[src/rtl/exec_hazard_ctrl_pkg.sv]
// Shared pipeline definitions for the execute hazard controller:
// forward-select codes, FSM states and the stall/flush bundle.
package exec_hazard_ctrl_pkg;

  localparam int REG_W = 5;

  localparam logic [1:0] FWD_RF  = 2'b00;
  localparam logic [1:0] FWD_WB  = 2'b01;
  localparam logic [1:0] FWD_MEM = 2'b10;

  typedef enum logic [1:0] {
    RUN    = 2'd0,
    BUBBLE = 2'd1,
    HOLD   = 2'd2
  } hzState_t;

  typedef struct packed {
    logic stallF;
    logic stallD;
    logic stallE;
    logic stallM;
    logic flushD;
    logic flushE;
  } hzCtl_t;

endpackage

[src/rtl/fwd_select.sv]
// Forwarding comparator for one execute-stage source operand.
// The memory stage wins over writeback; x0 never forwards.
module fwd_select
  import exec_hazard_ctrl_pkg::*;
(
  input  logic [REG_W-1:0] rs,
  input  logic [REG_W-1:0] rdM,
  input  logic             regWriteM,
  input  logic [REG_W-1:0] rdW,
  input  logic             regWriteW,
  output logic [1:0]       fwd
);

  logic hitM;
  logic hitW;

  assign hitM = regWriteM && (rdM != '0) && (rdM == rs);
  assign hitW = regWriteW && (rdW != '0) && (rdW == rs);

  always_comb begin
    fwd = FWD_RF;
    if (hitM)
      fwd = FWD_MEM;
    else if (hitW)
      fwd = FWD_WB;
  end

endmodule

[src/rtl/exec_hazard_ctrl.sv]
// Execute-stage hazard controller: forwarding selects, load-use
// bubbles, branch flush, dmem freeze and stall/flush counters.
module exec_hazard_ctrl
  import exec_hazard_ctrl_pkg::*;
#(
  parameter int LU_BUBBLES = 1,
  parameter int CNT_W      = 32
) (
  input  logic             clk,
  input  logic             rst,
  input  logic [REG_W-1:0] Rs1_D,
  input  logic [REG_W-1:0] Rs2_D,
  input  logic [REG_W-1:0] Rs1_E,
  input  logic [REG_W-1:0] Rs2_E,
  input  logic [REG_W-1:0] RD_E,
  input  logic             LoadE,
  input  logic [REG_W-1:0] RD_M,
  input  logic             RegWriteM,
  input  logic [REG_W-1:0] RD_W,
  input  logic             RegWriteW,
  input  logic             PCSrcE,
  input  logic             dmem_busy,
  output logic [1:0]       ForwardA_E,
  output logic [1:0]       ForwardB_E,
  output logic             StallF,
  output logic             StallD,
  output logic             StallE,
  output logic             StallM,
  output logic             FlushD,
  output logic             FlushE,
  output logic [CNT_W-1:0] stall_cnt,
  output logic [CNT_W-1:0] flush_cnt,
  output logic [1:0]       busy_state
);

  localparam logic [2:0] BUB_LOAD =
    3'((LU_BUBBLES >= 2) ? (LU_BUBBLES - 2) : 0);

  hzState_t   state;
  hzState_t   stateNxt;
  hzState_t   effState;
  logic [2:0] bubCnt;
  logic [2:0] bubCntNxt;
  logic       resume;
  logic       resumeNxt;
  logic       flushEvt;
  logic       lu;
  hzCtl_t     ctl;

  fwd_select u_fwdA (
    .rs        (Rs1_E),
    .rdM       (RD_M),
    .regWriteM (RegWriteM),
    .rdW       (RD_W),
    .regWriteW (RegWriteW),
    .fwd       (ForwardA_E)
  );

  fwd_select u_fwdB (
    .rs        (Rs2_E),
    .rdM       (RD_M),
    .regWriteM (RegWriteM),
    .rdW       (RD_W),
    .regWriteW (RegWriteW),
    .fwd       (ForwardB_E)
  );

  assign lu = LoadE && (RD_E != '0) &&
              ((RD_E == Rs1_D) || (RD_E == Rs2_D));

  always_comb begin
    stateNxt  = state;
    bubCntNxt = bubCnt;
    resumeNxt = resume;
    flushEvt  = 1'b0;
    ctl       = '0;
    effState  = state;
    // release from HOLD acts as the resumed state in the same cycle
    if (state == HOLD && !dmem_busy)
      effState = resume ? BUBBLE : RUN;
    case (effState)
      RUN: begin
        stateNxt = RUN;
        if (dmem_busy) begin
          ctl.stallF = 1'b1;
          ctl.stallD = 1'b1;
          ctl.stallE = 1'b1;
          ctl.stallM = 1'b1;
          resumeNxt  = 1'b0;
          stateNxt   = HOLD;
        end else if (PCSrcE) begin
          ctl.flushD = 1'b1;
          ctl.flushE = 1'b1;
          flushEvt   = 1'b1;
        end else if (lu) begin
          ctl.stallF = 1'b1;
          ctl.stallD = 1'b1;
          ctl.flushE = 1'b1;
          if (LU_BUBBLES > 1) begin
            bubCntNxt = BUB_LOAD;
            stateNxt  = BUBBLE;
          end
        end
      end
      BUBBLE: begin
        if (dmem_busy) begin
          ctl.stallF = 1'b1;
          ctl.stallD = 1'b1;
          ctl.stallE = 1'b1;
          ctl.stallM = 1'b1;
          resumeNxt  = 1'b1;
          stateNxt   = HOLD;
        end else begin
          ctl.stallF = 1'b1;
          ctl.stallD = 1'b1;
          ctl.flushE = 1'b1;
          resumeNxt  = 1'b0;
          if (bubCnt == 3'd0) begin
            stateNxt = RUN;
          end else begin
            bubCntNxt = bubCnt - 3'd1;
            stateNxt  = BUBBLE;
          end
        end
      end
      HOLD: begin
        ctl.stallF = 1'b1;
        ctl.stallD = 1'b1;
        ctl.stallE = 1'b1;
        ctl.stallM = 1'b1;
        stateNxt   = HOLD;
      end
      default: stateNxt = RUN;
    endcase
    if (!rst) begin
      ctl      = '0;
      flushEvt = 1'b0;
    end
  end

  always_ff @(posedge clk) begin
    if (!rst) begin
      state     <= RUN;
      bubCnt    <= '0;
      resume    <= 1'b0;
      stall_cnt <= '0;
      flush_cnt <= '0;
    end else begin
      state  <= stateNxt;
      bubCnt <= bubCntNxt;
      resume <= resumeNxt;
      if (ctl.stallF)
        stall_cnt <= stall_cnt + CNT_W'(1);
      if (flushEvt)
        flush_cnt <= flush_cnt + CNT_W'(1);
    end
  end

  assign StallF     = ctl.stallF;
  assign StallD     = ctl.stallD;
  assign StallE     = ctl.stallE;
  assign StallM     = ctl.stallM;
  assign FlushD     = ctl.flushD;
  assign FlushE     = ctl.flushE;
  assign busy_state = state;

endmodule

[config.mk]
export PLATFORM = sky130hd
export DESIGN_NAME = exec_hazard_ctrl
export DESIGN_NICKNAME = d
export VERILOG_FILES = /design/src/rtl/exec_hazard_ctrl_pkg.sv /design/src/rtl/fwd_select.sv /design/src/rtl/exec_hazard_ctrl.sv
export SDC_FILE = /design/constraint.sdc
export NUM_CORES = 1
export LEC_CHECK = 0
export ABC_AREA = 1
export ABC_CLOCK_PERIOD_IN_PS = 2600
export CAP_MARGIN = 20
export CORE_MARGIN = 2
export CORE_UTILIZATION = 45
export CTS_CLUSTER_DIAMETER = 100
export CTS_CLUSTER_SIZE = 28
export DETAILED_ROUTE_END_ITERATION = 10
export HOLD_SLACK_MARGIN = 0.02
export PLACE_DENSITY = 0.74
export SLEW_MARGIN = 15
export SYNTH_ARGS = -nofsm -noshare
export SYNTH_HDL_FRONTEND = slang
export SYNTH_SLANG_ARGS = --single-unit
[constraint.sdc]
create_clock -name clk -period 2.6 [get_ports clk]
set_input_delay 0.65 -clock clk [delete_from_list [all_inputs] [get_ports clk]]
set_output_delay 0.65 -clock clk [all_outputs]
set_load 0.005 [all_outputs]
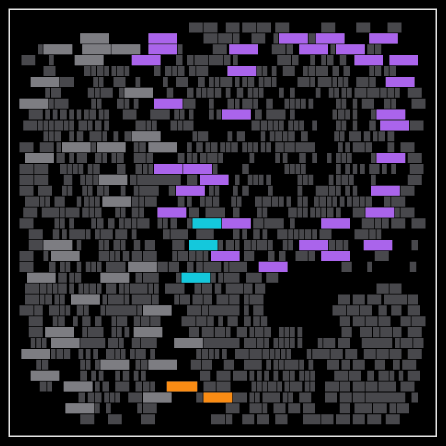
(images/registers.png)
(4 px per um) Other sequential cells in the stronger grey, the rest of the logic in the fainter grey.
orange -> busy_state  # sequential cells 2
purple -> stall_cnt  # sequential cells 32
cyan -> bubCnt  # sequential cells 3
not coloured = 33
area of all sequential standard cells: 1403 um^2
sequential cell power: 1080 uW
share of the final layout cell area in sequential cells: 0.2153

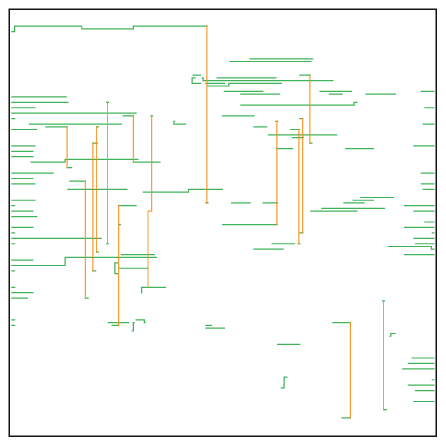
(images/metal_stack.png)
(4 px per um) Two of the layers only.
green -> met3  # wire length 863 um
orange -> met4  # wire length 418 um
post-detailed-routing wire length: 14330 um
global router's overall resource usage: 0.2567
total via count after detailed routing: 5441
Routed wire per std cell: 13.79 um

==> results.txt <==
From the run reports.

- The run finished with clean final reports.
- The maximum root-to-sink buffer count reads 2.
- The tally of max-capacitance violations is 0.
- The most frequent logic cell in the layout reads sky130_fd_sc_hd__nand2_1.
- Looking at the VDD voltage map, the peak drop is about 0.21 mV.
- The worst setup slack after layout is 0.05512 ns.
- Counting endpoints that fail hold in the final report gives 0.
- STA classifies the critical path endpoint as a primary output.
- The setup slack after placement reads -0.7983 ns.
- Per the placement log, port buffering inserted approximately 120 buffers.
- The worst hold-check slack is between 0.4 and 0.5 ns.
- The synthesis-to-layout area growth is 38.12%.
- The maximum clock skew at final layout is approximately 0.016 ns.
- The pin count of the biggest net entering global routing is 35.
- The data arrival time of the critical path is ~1.9 ns.
- The critical path goes through dlygate4sd2_1 -> or2_4 -> o41ai_4 -> buf_4 -> nor4_4 -> nor2_1 -> buf_2.
- The cell type with the largest total area is sky130_fd_sc_hd__dfxtp_1.
- The maximum single-stage delay on the critical path reads 0.30 ns.
- Dividing total power by cell area gives a power density of roughly 350 nW/um^2.
- The synthesis report lists the Yosys warning total as 0.
- The CTS tree is yes.
- The post-synthesis instance area is approximately 4700 um^2.
- STA classifies the critical path startpoint as a primary input.
- The weighted congestion reported at the end of routability-driven placement is 0.9271.
- The number of primary I/O pins is ~120.
- The leakage component of the power was reported as around 0.0025 uW.
- The ratio of routed vias to standard cells reads about 5.2.
- The later pin in the worst-skew pair is clocked with a latency of 0.35 ns.
- Per the timing report, the achievable frequency comes out to ~0.4 GHz.
- The measured slew at the worst slew-check pin is a little over 0.6 ns.
- Post-route period utilization is reported as 0.9788.
- The wire-length estimate of the detail-placed layout is between 10000 and 15000 um.
- The tree is rooted in a sky130_fd_sc_hd__clkbuf_8.
- The time the worst path needs with I/O delays and setup is approximately 2.5 ns.
- The data required time of the worst path is roughly 2.0 ns.
- The share of the yosys chip area belonging to registers reads 0.2971.
- The number of nets with antenna violations after detailed routing is 0.
- The tally of unique sky130hd cells used after synthesis is 36.
- Detailed-route iteration 0 reported a violation count of roughly 270.
- The kind of critical path reads in2out.
- The count of tool warnings reads 29.
- Together, buffers and inverters on the worst path number 3.
- The net total in the final layout reads approximately 950.
- The final antenna diode count is 0.
- The synthesized instance count is around 750.
- The number of buffers created by CTS is 9.
- The fraction of final layout cells with drive strength greater than 1 reads 0.1085.
- The mean post-synth cell area is roughly 6.3 um^2.
- TritonRoute reported its final design rule violation total as 0.
- The count of clock tree sinks reads 70.
- The area fraction of the dominant cell type after synthesis reads 0.2971.
- The timing report attributes the biggest portion of critical-path delay to buffers and inverters.
- The core outline area is ~10000 um^2.
- The clock-pin slew on the worst setup and hold paths is ~0.080 ns.
- The net count after synthesis reads roughly 800.
- The path type of the worst min-delay path is reg2reg.
- Setup repair after global routing left no endpoint under its margin.
- The max-slew violation count is 0.
- The number of failing setup endpoints in the final timing report is 0.
- The count of H-tree levels built during CTS is 3.
- In the floorplan report the effective utilization is 0.4610.
- The initial antenna violation count is 0.
- The critical-path maximum fanout is 2.
- Recorded from the global router log, the overflow total was 0.
- The total die area reads ~11000 um^2.
- The floorplan row count is 37.
- On the critical path, the stage with the largest delay is an instance of sky130_fd_sc_hd__o41ai_4.
- By area the synthesized netlist is led by sky130_fd_sc_hd__dfxtp_1, sky130_fd_sc_hd__nand2_1, sky130_fd_sc_hd__nor2_1, sky130_fd_sc_hd__a21oi_1, sky130_fd_sc_hd__inv_1.
- The worst-case headroom to the max-slew limit is 0.5915.
- The total iterations of the first detailed-routing run is 5.
- In the layout the commonest cells are sky130_fd_sc_hd__nand2_1, sky130_fd_sc_hd__nor2_1, sky130_fd_sc_hd__clkdlybuf4s50_1.
- The number of storage elements in the synthesis netlist reads 70.
- The die outline width reads around 110 um.
- The via count of the first global-routing pass reads 5342.
- The number of cells reported by Yosys stat comes to around 750.
- The area recorded from the Yosys report for this design is between 4000 and 5000 um^2.
- The global-route wire length before repair is 23880 um.
- The y dimension of the die reads 106.4 um.
[path summary, 6_finish.rpt]
check,start,endpoint,slack (ns),cells after the start
hold reg to reg,bubCnt[0],bubCnt[0],0.45,1
hold / removal,bubCnt[0],bubCnt[0],0.45,1
setup reg to reg,busy_state[1],flush_cnt[19],0.35,14
setup / recovery,RD_M[0],ForwardA_E[0],0.06,7
[final cells by class]
type                       count  area [um^2]
timing repair buffer         157         1428
fill                         944         3716
sequential                    70         1403
clock inverter                 7        72.57
clock buffer                   9        123.9
multi-input combinational    579         3014
inverter                      81        304.0
tap                          136        170.2
[flip-flops by register name, summed over array words and instances, names as in the netlist]
name,count
busy_state,2
flush_cnt,32
resume,1
bubCnt,3
stall_cnt,32
[cell families after synthesis]
kind of cell / share of synthesized area
AOI/OAI and AO/OA: 0.09231
xor gates and xnor gates: 0.08912
adders and majority gates: 0.01857
buffers and inverters: 0.08780
DFF: 0.2971
and+or+nand+nor: 0.4151
[per-stage QoR]
stage / instance area [um^2] / std cells / TNS (ns) / util / total power, uW
after CTS: 6477 / 1039 / -0.1337 / 0.6331 / 2299
after floorplan: 4720 / 753 / 0 / - / 1239
after global routing: 6515 / 1039 / 0 / 0.6368 / 2386
after detailed placement: 6238 / 1021 / -15.18 / 0.6098 / 1404
after global placement: 6238 / 1021 / -9.654 / 0.6098 / 1396
final: 6515 / 1039 / 0 / 0.6368 / 2292
[power breakdown]
group | internal, uW | total [uW] | switching [uW]
combinational | 139 | 302 | 163
sequential | 1080 | 1080 | 6.90
clock | 445 | 907 | 462
total | 1660 | 2290 | 632
[Yosys cell counts (all sizes together)]
cell and count:
a21oi 60, and3 1, o21ai 15, o41ai 2, ha 7, nor4 3
xnor2 17, buf 12, a31oi 3, nand3b 9, nand4 15, and2 1
dfxtp 70, o21bai 2, nor3 26, clkbuf 11, o2111ai 1, nor2 91
nand3 63, or2 2, xor2 31, nand2 228, nor3b 2, inv 81
[worst register-to-register path: stages (launching register included)]
cell	delay (ns)
sky130_fd_sc_hd__dfxtp_1	0.36
sky130_fd_sc_hd__a31oi_4	0.26
sky130_fd_sc_hd__ha_4	0.19
sky130_fd_sc_hd__buf_4	0.12
sky130_fd_sc_hd__nand3_2	0.12
sky130_fd_sc_hd__nor2_4	0.14
sky130_fd_sc_hd__buf_4	0.22
sky130_fd_sc_hd__nand2_2	0.10
sky130_fd_sc_hd__nor2_4	0.12
sky130_fd_sc_hd__nand4_4	0.11
sky130_fd_sc_hd__nor2_4	0.19
sky130_fd_sc_hd__nand2_1	0.08
sky130_fd_sc_hd__nand2_1	0.06
sky130_fd_sc_hd__nand2_1	0.04
sky130_fd_sc_hd__nor2_1	0.08
[timing repair]
action,4_1_cts,5_1_grt
setup endpoints to repair,18,9
buffers inserted,2,0
hold buffers,0,0
resized,62,15
pin swaps,11,5
[layer usage]
metal	vias up	GRT usage	routed length, um
met1	2512	0.2940	5781
met3	34	0.05395	863
met2	180	0.4560	7261
li1	2715	-	-
met4	0	0.1156	418
met5	-	0	0
Power figures rest on the tool's default switching activity, not on a simulated workload.
